File: config.mk
export PLATFORM = sky130hd
export DESIGN_NAME = crc_arbiter
export DESIGN_NICKNAME = d
export VERILOG_FILES = /design/src/rtl/mac_pkg.sv /design/src/rtl/crc_arbiter.sv
export SDC_FILE = /design/constraint.sdc
export NUM_CORES = 1
export LEC_CHECK = 0
export CAP_MARGIN = 25
export CORE_ASPECT_RATIO = 0.7
export CORE_UTILIZATION = 40
export DETAILED_ROUTE_END_ITERATION = 12
export PLACE_DENSITY_LB_ADDON = 0.25
export SLEW_MARGIN = 20
export SYNTH_ARGS = -nofsm -noshare
export SYNTH_HDL_FRONTEND = slang
export SYNTH_SLANG_ARGS = --single-unit
File: constraint.sdc
create_clock -name clk -period 3.2 [get_ports clk]
set_input_delay 0.64 -clock clk [delete_from_list [all_inputs] [get_ports clk]]
set_output_delay 0.64 -clock clk [all_outputs]
set_load 0.02 [all_outputs]
File: src/rtl/mac_pkg.sv
// mac_pkg: shared types and constants for the MAC CRC path.
//   state_t  - crc_arbiter FSM state encoding (IDLE/BUSY/FINALIZE)
//   owner_t  - which frame FSM holds the CRC engine (TX=0, RX=1)
//   CRC_W    - width of the CRC result
//   other_owner() - returns the opposite requester, used for round-robin
package mac_pkg;

  localparam int CRC_W = 32;

  typedef enum logic [1:0] {
    ST_IDLE     = 2'd0,
    ST_BUSY     = 2'd1,
    ST_FINALIZE = 2'd2
  } state_t;

  typedef enum logic {
    OWN_TX = 1'b0,
    OWN_RX = 1'b1
  } owner_t;

  function automatic owner_t other_owner(input owner_t o);
    return (o == OWN_TX) ? OWN_RX : OWN_TX;
  endfunction

endpackage

File: src/rtl/crc_arbiter.sv
// crc_arbiter: shares one CRC engine between the frame transmitter and
// frame reception, one whole frame at a time.
// Ports:
//   clk, rst_n                  - clock, asynchronous active-low reset
//   tx_req/rx_req               - requester holds high for the whole frame
//   tx_data/rx_data, *_valid    - requester byte stream
//   tx_last/rx_last             - final CRC-covered byte (with *_valid)
//   tx_grant/rx_grant           - registered ownership of the engine
//   tx_done/rx_done             - one-cycle pulse, crc_result valid
//   tx_err/rx_err               - one-cycle pulse on finalize timeout
//   crc_result                  - last captured CRC, held until next capture
//   crc_data_in/_valid, crc_en  - engine drive
//   crc_out, crc_done           - engine result
//   busy                        - arbiter is not idle
module crc_arbiter
  import mac_pkg::*;
#(
  parameter int TIMEOUT_CYCLES = 16
) (
  input  logic             clk,
  input  logic             rst_n,
  input  logic             tx_req,
  input  logic [7:0]       tx_data,
  input  logic             tx_valid,
  input  logic             tx_last,
  input  logic             rx_req,
  input  logic [7:0]       rx_data,
  input  logic             rx_valid,
  input  logic             rx_last,
  output logic             tx_grant,
  output logic             rx_grant,
  output logic             tx_done,
  output logic             rx_done,
  output logic             tx_err,
  output logic             rx_err,
  output logic [CRC_W-1:0] crc_result,
  output logic [7:0]       crc_data_in,
  output logic             crc_data_valid,
  output logic             crc_en,
  input  logic [CRC_W-1:0] crc_out,
  input  logic             crc_done,
  output logic             busy
);

  // Counter value on which the timeout fires; the counter starts at 0 on
  // FINALIZE entry, so the error lands exactly TIMEOUT_CYCLES cycles later.
  localparam logic [4:0] TIMEOUT_LAST = 5'(TIMEOUT_CYCLES - 1);

  state_t     state;
  owner_t     owner;
  owner_t     prio;
  owner_t     idle_pick;
  logic [4:0] fin_cnt;

  logic       own_req;
  logic       own_valid;
  logic       own_last;
  logic [7:0] own_data;

  // Select the owner's request/byte stream; the other requester never
  // reaches the engine.
  always_comb begin
    own_req   = tx_req;
    own_valid = tx_valid;
    own_last  = tx_last;
    own_data  = tx_data;
    if (owner == OWN_RX) begin
      own_req   = rx_req;
      own_valid = rx_valid;
      own_last  = rx_last;
      own_data  = rx_data;
    end
  end

  // Winner from IDLE: prio only matters when both ask at once.
  always_comb begin
    idle_pick = OWN_TX;
    if (tx_req && rx_req) idle_pick = prio;
    else if (rx_req)      idle_pick = OWN_RX;
  end

  assign crc_en         = (state == ST_BUSY);
  assign crc_data_valid = (state == ST_BUSY) && own_valid;
  assign crc_data_in    = (state == ST_BUSY) ? own_data : 8'h00;
  assign busy           = (state != ST_IDLE);

  always_ff @(posedge clk or negedge rst_n) begin
    if (!rst_n) begin
      state      <= ST_IDLE;
      owner      <= OWN_RX;
      prio       <= OWN_RX;
      fin_cnt    <= 5'd0;
      tx_grant   <= 1'b0;
      rx_grant   <= 1'b0;
      tx_done    <= 1'b0;
      rx_done    <= 1'b0;
      tx_err     <= 1'b0;
      rx_err     <= 1'b0;
      crc_result <= '0;
    end else begin
      tx_done <= 1'b0;
      rx_done <= 1'b0;
      tx_err  <= 1'b0;
      rx_err  <= 1'b0;
      case (state)
        ST_IDLE: begin
          if (tx_req || rx_req) begin
            state    <= ST_BUSY;
            owner    <= idle_pick;
            tx_grant <= (idle_pick == OWN_TX);
            rx_grant <= (idle_pick == OWN_RX);
          end
        end
        ST_BUSY: begin
          // last wins over a simultaneous request drop
          if (own_valid && own_last) begin
            state   <= ST_FINALIZE;
            fin_cnt <= 5'd0;
          end else if (!own_req) begin
            state    <= ST_IDLE;
            tx_grant <= 1'b0;
            rx_grant <= 1'b0;
            prio     <= other_owner(prio);
          end
        end
        ST_FINALIZE: begin
          // done takes precedence over a coincident timeout
          if (crc_done) begin
            crc_result <= crc_out;
            tx_done    <= (owner == OWN_TX);
            rx_done    <= (owner == OWN_RX);
            state      <= ST_IDLE;
            tx_grant   <= 1'b0;
            rx_grant   <= 1'b0;
            prio       <= other_owner(prio);
          end else if (fin_cnt == TIMEOUT_LAST) begin
            tx_err   <= (owner == OWN_TX);
            rx_err   <= (owner == OWN_RX);
            state    <= ST_IDLE;
            tx_grant <= 1'b0;
            rx_grant <= 1'b0;
            prio     <= other_owner(prio);
          end else begin
            fin_cnt <= fin_cnt + 5'd1;
          end
        end
        default: begin
          state    <= ST_IDLE;
          tx_grant <= 1'b0;
          rx_grant <= 1'b0;
        end
      endcase
    end
  end

endmodule

==> impl_metrics.csv, run 1 <==
group,metric,value,unit
outcome,status,"completed",
power,switchingPower,0.001113,W
global_route,antenna_found_initial,0,
global_route,grt_overflow,0,
synth,ys_sh_xor,0.4140,%
route,route.vias.total,1644,
sta,finalSetupViolations,0,
sta,layout_setup_ws,0.6036,ns
layout,nonClkBufAreaFrac,32.03,%
die,nWellTaps,69,
setup_path,r2r_start,"fin_cnt[0]$_DFFE_PN0P_",
global_route,grt_max_degree,48,
synth,compound_area_share,7.865,%
power,p_clk_share,12.8,%
route,wl_met2,2121,µm
sta,maxSlewHeadroom,62.50,%
die,die_h,62.85,µm
sta,finalHoldViolCount,0,
synth,ys_ff,47,
route,drt-total-wl,4682,µm
clock_network,cts_sinks,47,
layout,reg.largest.list,"crc_result x32, fin_cnt x5, state x2",
power,pg_clk,0.000376,W
route,viasPerCell,4.821,
route,wl_met1,2156,µm
synth,synthFlopType,"dfrtp_1",
die,fp_util,42.83,%
route,detail-route-antenna-nets,0,
power,cellLeakagePower,1.447,nW
global_route,grt_use_met1,23.54,%
global_route,grtUsageMet3,6.869,%
layout,lay_top_cells,"104 x clkdlybuf4s50_1, 45 x dfrtp_1, 28 x mux2_1, 19 x nor2_1, 11 x mux2i_1",
synth,ys_types,36,
power,p_comb_share,52.7,%
setup_path,cp-start-kind,"register",
synth,syn_area_per_cell,12.82,µm²
clock_network,cts_root_buf,"clkbuf_8",
clock_network,cts_hold_buf,0,
setup_path,critPathSlowestCell,"dfstp_2",
power,swShare,37.77,%
layout,top_register,"crc_result",
synth,yosys.area.top_type_share,53.22,%
sta,skew,0.007626,ns
layout,regArea,1179,µm²
setup_path,critPathRequiredTime,2.56,ns
place,place_ws,0.6583,ns
sta,max_freq,385.1,MHz
route,first_pass_iters,4,
route,dr_wl_met3,386,µm
die,num_rows,21,
layout,n_fill_cell,394,
power,power.density,887.3,nW/µm²
synth,yosys_warnings,0,
layout,buffers,107,
setup_path,crit_type,"reg2out",
setup_path,cp-endpoint,"crc_data_in[4]",
die,chip_area,5589,µm²
layout,dominant_cells,"registers",
global_route,grt_usage,18.00,%
sta,fin_setup_tns,0,ns
setup_path,rr_endpoint,"fin_cnt[2]$_DFFE_PN0P_",
synth,synth_nets,225,
clock_network,path_clk_slew,0.09,ns
setup_path,rrSetupSlack,1.17,ns
synth,synth-edff-count,0,
route,wl_per_cell,13.73,µm
synth,ys_chip_area,2116,µm²
power,p_int,0.001833,W
global_route,busiest_layer,"met2",
power,seq_power_share,34.5,%
synth,syn_area,2116,µm²
layout,final_util,67.22,%
place,placed_cell_area,3219,µm²
layout,mostFrequentLayoutCell,"clkdlybuf4s50_1",
layout,drive_gt1_share,9.191,%
clock_network,post_cts_resize_count,0,
job,cap_violations,0,
place,dpl.hpwl,3537,µm
layout,num-nets-final,331,
layout,final-clk-cell-share,2.977,%
layout,comb_area,878.3,µm²
synth,yosys.area_share.simple,8.516,%
setup_path,crit_arrival,1.96,ns
layout,nClkBuffers,6,
synth,ys_cells,165,
run_1/zoom.png
Window x 10 to 35, y 35 to 60 µm. Cells in gray, sequential cells in the stronger gray; small squares are vias.
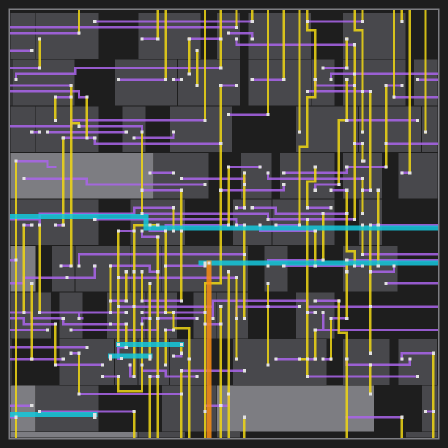
met2: in yellow. met1: in purple. met3: in cyan. met4: in orange.
Netlist names of flops here include prio (1), state (1). Sequential cells in the window: 2. 50 logic cells have their middle in the window. Most frequent: clkdlybuf4s50_1 (14), nor2_1 (7).

run_1/drive_strength.png
Scale: 4 px per µm.
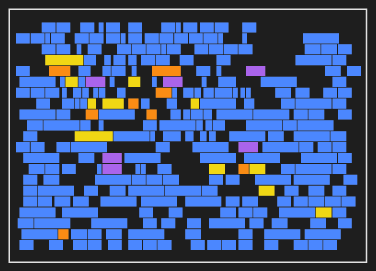
drive 2: in yellow, cells 11, share 4.0%, most used mux2_2. drive 6 and up: in purple, cells 6, share 2.2%, most used clkbuf_8. drive 3 to 4: in orange, cells 8, share 2.9%, most used buf_4. drive 1 or less: in blue, cells 247, share 91%, most used clkdlybuf4s50_1.

run_1/met1.png
Scale: 6 px per µm.
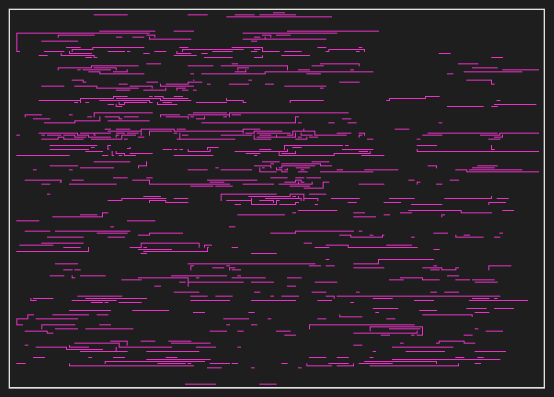
The wires run mostly horizontal. 280 nets have wire on it. The layer carries 2160 µm of wire. The layer holds 46% of the routed length.

run_1/final_congestion.png
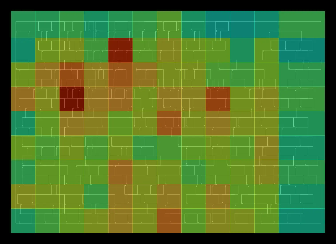

==> run 2: changes to the inputs <==
Settings changed: CORE_UTILIZATION 40 to 36.
Clock period 3.2 ns to 2.2 ns, I/O delays scaled along.
run_2/final_congestion.png
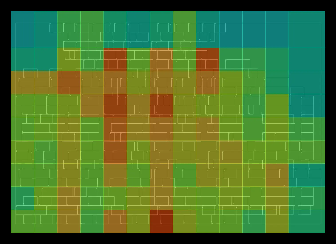
final core area utilization: 62.05%
met2 usage: 25.37%
met3 Track Usage GR: 5.517%

==> run 2 against run 1 <==
Effect of this change:
- critical path depth is 1 higher
- largest cell class unchanged
- routed wire length is 6.8% higher
- area after synthesis stayed put
- highest routed layer unchanged
- global-route usage is 1.1 points lower
==> impl_metrics.csv, run 2 <==
group,metric,value,unit
synth,ys_ff,47,
layout,dominant_cells,"registers",
route,route.vias.total,1651,
layout,reg.largest.list,"crc_result x32, fin_cnt x5, state x2",
clock_network,cts_root_buf,"clkbuf_8",
route,drt-initial-drc-count,87,
layout,final-clk-cell-share,2.960,%
synth,synth-edff-count,0,
layout,top_register,"crc_result",
setup_path,path_max_fanout,9,
layout,regArea,1182,µm²
power,p_comb,0.00231,W
clock_network,path_clk_slew,0.08,ns
clock_network,post_cts_buffers,2,
synth,yosysSeqAreaShare,55.71,%
place,dpl.hpwl,3777,µm
synth,synth-async-reset-ratio,100.0,%
clock_network,clockBufferDepth,2,
route,detail-route-antenna-nets,0,
power,power.density,1279,nW/µm²
layout,mostFrequentLayoutCell,"clkdlybuf4s50_1",
setup_path,cp_num_buf_inv,2,
power,max-vdd-ir-drop,0.0006818,V
route,viasPerCell,4.717,
setup_path,cp-start-kind,"register",
power,power_leader,"combinational logic",
route,wl_met1,2302,µm
global_route,busiest_layer,"met2",
layout,n_fill_cell,469,
layout,comb_share,26.05,%
sta,layout_setup_ws,0.06919,ns
power,switchingPower,0.001637,W
layout,inverters_excl_clock,4,
setup_path,crit_arrival,1.69,ns
clock_network,cts_made_buffers,5,
layout,syn_to_final_growth,59.85,%
layout,comb_area,880.8,µm²
sta,finalSetupViolations,0,
setup_path,crit_type,"reg2out",
synth,synthFlopType,"dfrtp_1",
place,placed_cell_area,3271,µm²
synth,ys_cells,165,
job,cap_violations,0,
synth,synth_cells,165,
clock_network,clkLatencyLatePin,0.30,ns
place,dp.cells,339,
sta,skew,0.007263,ns
synth,top_cells_by_count,"45 x dfrtp_1, 28 x mux2_1, 19 x nor2_1",
power,p_comb_share,53.3,%
die,chip_area,6193,µm²
route,dr_wl_met3,329,µm
sta,grt_setup_unrepaired,"false",
layout,num-nets-final,337,
synth,ys_types,36,
layout,largest_reg_flops,32,
setup_path,rr_endpoint,"fin_cnt[2]$_DFFE_PN0P_",
setup_path,cp_cell_sequence,"buf_4, mux2i_1, nor2_1, dlygate4sd2_1",
global_route,grt_max_degree,37,
layout,nonClkBufAreaFrac,32.93,%
synth,logic_family,"multiplexers",
clock_network,cts_max_level,2,
layout,buffers,113,
setup_path,critPathRequiredTime,1.76,ns
job,warnings,27,
setup_path,r2r_start,"fin_cnt[0]$_DFFE_PN0P_",
die,num_rows,22,
global_route,grt_overflow,0,
sta,tightest_slew,0.4498,ns
route,drt-total-wl,5001,µm
power,pg_seq,0.00146,W
sta,maxSlewHeadroom,69.24,%
sta,max_freq,469.3,MHz
clock_network,post_cts_resize_count,13,
outcome,status,"completed",
synth,mux_share,22.95,%
clock_network,cts_hold_buf,0,
synth,most_common_cell,"dfrtp_1",
sta,finalClockPeriodUsage,96.85,%
clock_network,cts_sinks,47,
power,cellLeakagePower,1.520,nW
global_route,grt_use_met1,23.02,%
power,p_int,0.002688,W
synth,top_cells_by_area,"dfrtp_1 53%, mux2_1 15%, mux2i_1 5.2%",
synth,ys_sh_xor,0.4140,%
synth,yosys_warnings,0,
die,io_pins,106,
synth,syn_area_per_cell,12.82,µm²
setup_path,critPathLaunch,"owner$_DFFE_PN1P_",
setup_path,crit_cells,4,
setup_path,critPathTopFamily,"flip-flops",
route,drcViolationCount,0,
layout,nClkBuffers,8,
synth,synth_nets,225,
power,swShare,37.85,%
route,wl_per_cell,14.29,µm
sta,fin_crit,2.131,ns
synth,yosys.area_share.simple,8.516,%
layout,final_cells,350,
synth,yosys.area.top_type_share,53.22,%
route,top_layer_used,"met4",
synth,compound_area_share,7.865,%
setup_path,critPathSlowestCell,"dfstp_4",
die,fp_util,38.82,%
route,wl_met2,2333,µm
die,core_area,5450,µm²
setup_path,rrSetupSlack,0.16,ns
global_route,grt_usage,16.86,%
power,design_power_total,0.004325,W
die,nWellTaps,72,
die,die_width,93.63,µm
sta,finalHoldViolCount,0,
layout,lay_top_cells,"93 x clkdlybuf4s50_1, 45 x dfrtp_1, 28 x mux2_1, 19 x nor2_1, 11 x mux2i_1",
layout,seq_area_share,34.96,%
synth,ys_chip_area,2116,µm²
route,first_pass_iters,4,
die,die_h,66.14,µm
sta,fin_setup_tns,0,ns
worst_hold_path,hp-class,"in2async",
synth,yosys.area_share.adder,1.774,%
layout,drive_gt1_share,11.51,%
power,p_clk_share,13.0,%
power,pg_clk,0.000562,W
place,place.gp.congestion,0.7168,
synth,syn_area,2116,µm²
power,seq_power_share,33.7,%
setup_path,slowest_delay,0.68,ns
sta,hold_ws,0.01736,ns
layout,flops,47,
place,place_ws,0.02812,ns
setup_path,ff2ff_path_depth,7,
setup_path,cp-endpoint,"crc_data_valid",
setup_path,cp-end-kind,"output port",
synth,top_area_cell,"dfrtp_1",
global_route,antenna_found_initial,0,
layout,final_area,3382,µm²
run_2/met1.png
Scale: 4 px per µm.
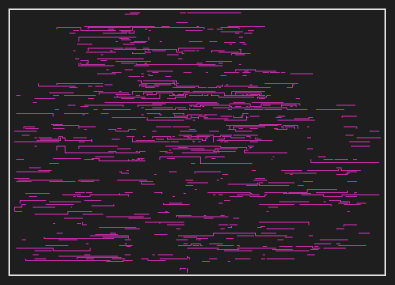
296 nets have wire on it. The wires run mostly horizontal. The layer carries 2300 µm of wire. The layer holds 46% of the routed length.

==> run 3: changes to the inputs <==
Settings changed: SLEW_MARGIN 20 to not set.
run_3/zoom.png
Window x 11 to 36, y 37 to 62 µm. Cells in gray, sequential cells in the stronger gray; small squares are vias.
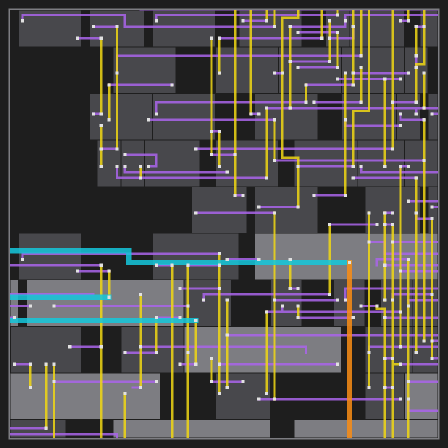
met2: in yellow. met3: in cyan. met1: in purple. met4: in orange.
Most frequent: clkdlybuf4s50_1 (11), nor2_1 (5), dlygate4sd2_1 (5). Sequential cells in the window: 4. 41 logic cells have their middle in the window.

==> run 3 against run 2 <==
Effect of this change:
- combinational power is essentially flat
- clock power about the same
- area after synthesis stayed put
- final cell count unchanged
==> impl_metrics.csv, run 3 <==
group,metric,value,unit
outcome,status,"completed",
synth,yosys.area_share.simple,8.516,%
die,chip_area,6193,µm²
die,die_h,66.14,µm
sta,grt_setup_unrepaired,"false",
clock_network,post_cts_resize_count,13,
synth,syn_area,2116,µm²
setup_path,rr_endpoint,"fin_cnt[2]$_DFFE_PN0P_",
synth,ys_types,36,
clock_network,cts_max_level,2,
setup_path,cp-start-kind,"register",
layout,buffers,113,
setup_path,r2r_start,"fin_cnt[0]$_DFFE_PN0P_",
place,place_ws,0.02812,ns
die,die_width,93.63,µm
route,first_pass_iters,4,
job,cap_violations,0,
sta,max_freq,469.3,MHz
setup_path,crit_arrival,1.69,ns
setup_path,critPathLaunch,"owner$_DFFE_PN1P_",
layout,dominant_cells,"registers",
global_route,grt_usage,16.86,%
global_route,grt_pass1_wl,7900,µm
synth,compound_area_share,7.865,%
global_route,busiest_layer,"met2",
layout,final_util,62.05,%
setup_path,slowest_delay,0.68,ns
setup_path,critPathSlowestCell,"dfstp_4",
sta,fin_setup_tns,0,ns
die,nWellTaps,72,
clock_network,clkLatencyLatePin,0.30,ns
route,drt-initial-drc-count,87,
synth,logic_family,"multiplexers",
route,wl_per_cell,14.29,µm
clock_network,clockBufferDepth,2,
route,route.vias.total,1651,
die,io_pins,106,
synth,synth-async-reset-ratio,100.0,%
layout,nClkBuffers,8,
sta,finalClockPeriodUsage,96.85,%
place,dp.cells,339,
route,drcViolationCount,0,
sta,finalHoldViolCount,0,
layout,final_area,3382,µm²
die,fp_util,38.82,%
layout,final-clk-cell-share,2.960,%
synth,top_cells_by_area,"dfrtp_1 53%, mux2_1 15%, mux2i_1 5.2%",
power,max-vdd-ir-drop,0.0006818,V
die,core_area,5450,µm²
sta,finalSetupViolations,0,
synth,syn_area_per_cell,12.82,µm²
power,cellLeakagePower,1.520,nW
global_route,grtUsageMet3,5.517,%
layout,lay_top_cells,"93 x clkdlybuf4s50_1, 45 x dfrtp_1, 28 x mux2_1, 19 x nor2_1, 11 x mux2i_1",
route,drt-total-wl,5001,µm
sta,hold_ws,0.01736,ns
sta,layout_setup_ws,0.06919,ns
setup_path,cp-endpoint,"crc_data_valid",
synth,most_common_cell,"dfrtp_1",
synth,ys_sh_xor,0.4140,%
setup_path,critPathRequiredTime,1.76,ns
place,dpl.hpwl,3777,µm
clock_network,cts_hold_buf,0,
setup_path,cp_num_buf_inv,2,
layout,mostFrequentLayoutCell,"clkdlybuf4s50_1",
synth,synth_nets,225,
route,viasPerCell,4.717,
synth,yosys.area.top_type_share,53.22,%
setup_path,cp-end-kind,"output port",
global_route,grt_overflow,0,
synth,ys_cells,165,
synth,yosysSeqAreaShare,55.71,%
place,placed_cell_area,3271,µm²
layout,regArea,1182,µm²
synth,top_area_cell,"dfrtp_1",
setup_path,cp_cell_sequence,"buf_4, mux2i_1, nor2_1, dlygate4sd2_1",
layout,largest_reg_flops,32,
clock_network,cts_root_buf,"clkbuf_8",
synth,mux_share,22.95,%
power,switchingPower,0.001637,W
synth,synth_cells,165,
power,p_int,0.002688,W
layout,seq_area_share,34.96,%
clock_network,cts_made_buffers,5,
clock_network,path_clk_slew,0.08,ns
setup_path,rrSetupSlack,0.16,ns
power,pg_clk,0.000562,W
sta,fin_crit,2.131,ns
sta,maxSlewHeadroom,69.24,%
synth,synth-edff-count,0,
layout,comb_area,880.8,µm²
power,power.density,1279,nW/µm²
power,pg_seq,0.00146,W
power,p_comb,0.00231,W
synth,ys_chip_area,2116,µm²
synth,ys_ff,47,
global_route,met2_usage,25.37,%
clock_network,cts_sinks,47,
power,seq_power_share,33.7,%
power,p_clk_share,13.0,%
setup_path,crit_cells,4,
layout,top_register,"crc_result",
layout,comb_share,26.05,%
setup_path,path_max_fanout,9,
place,place.gp.congestion,0.7168,
die,num_rows,22,
global_route,grt_pass1_vias,1641,
layout,inverters_excl_clock,4,
route,dr_wl_met3,329,µm
layout,final_cells,350,
layout,num-nets-final,337,
route,top_layer_used,"met4",
route,wl_met2,2333,µm
power,swShare,37.85,%
job,warnings,27,
sta,skew,0.007263,ns
setup_path,crit_type,"reg2out",
synth,top_cells_by_count,"45 x dfrtp_1, 28 x mux2_1, 19 x nor2_1",
synth,yosys.area_share.adder,1.774,%
power,design_power_total,0.004325,W
sta,tightest_slew,0.4498,ns
synth,synthFlopType,"dfrtp_1",
synth,yosys_warnings,0,
global_route,grt_max_degree,37,
setup_path,critPathTopFamily,"flip-flops",
run_3/cell_classes.png
Scale: 4 px per µm.
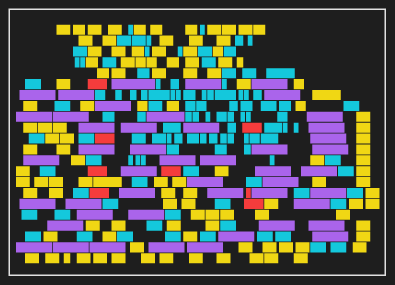
all other logic: in cyan, cells 110, share of their area 27%. flops: in purple, cells 47, share of their area 36%. other buffers and delay cells: in yellow, cells 113, share of their area 34%. clock drivers and dummy loads: in red, cells 8, share of their area 3.0%.

Power figures rest on the tool's default switching activity, not on a simulated workload.
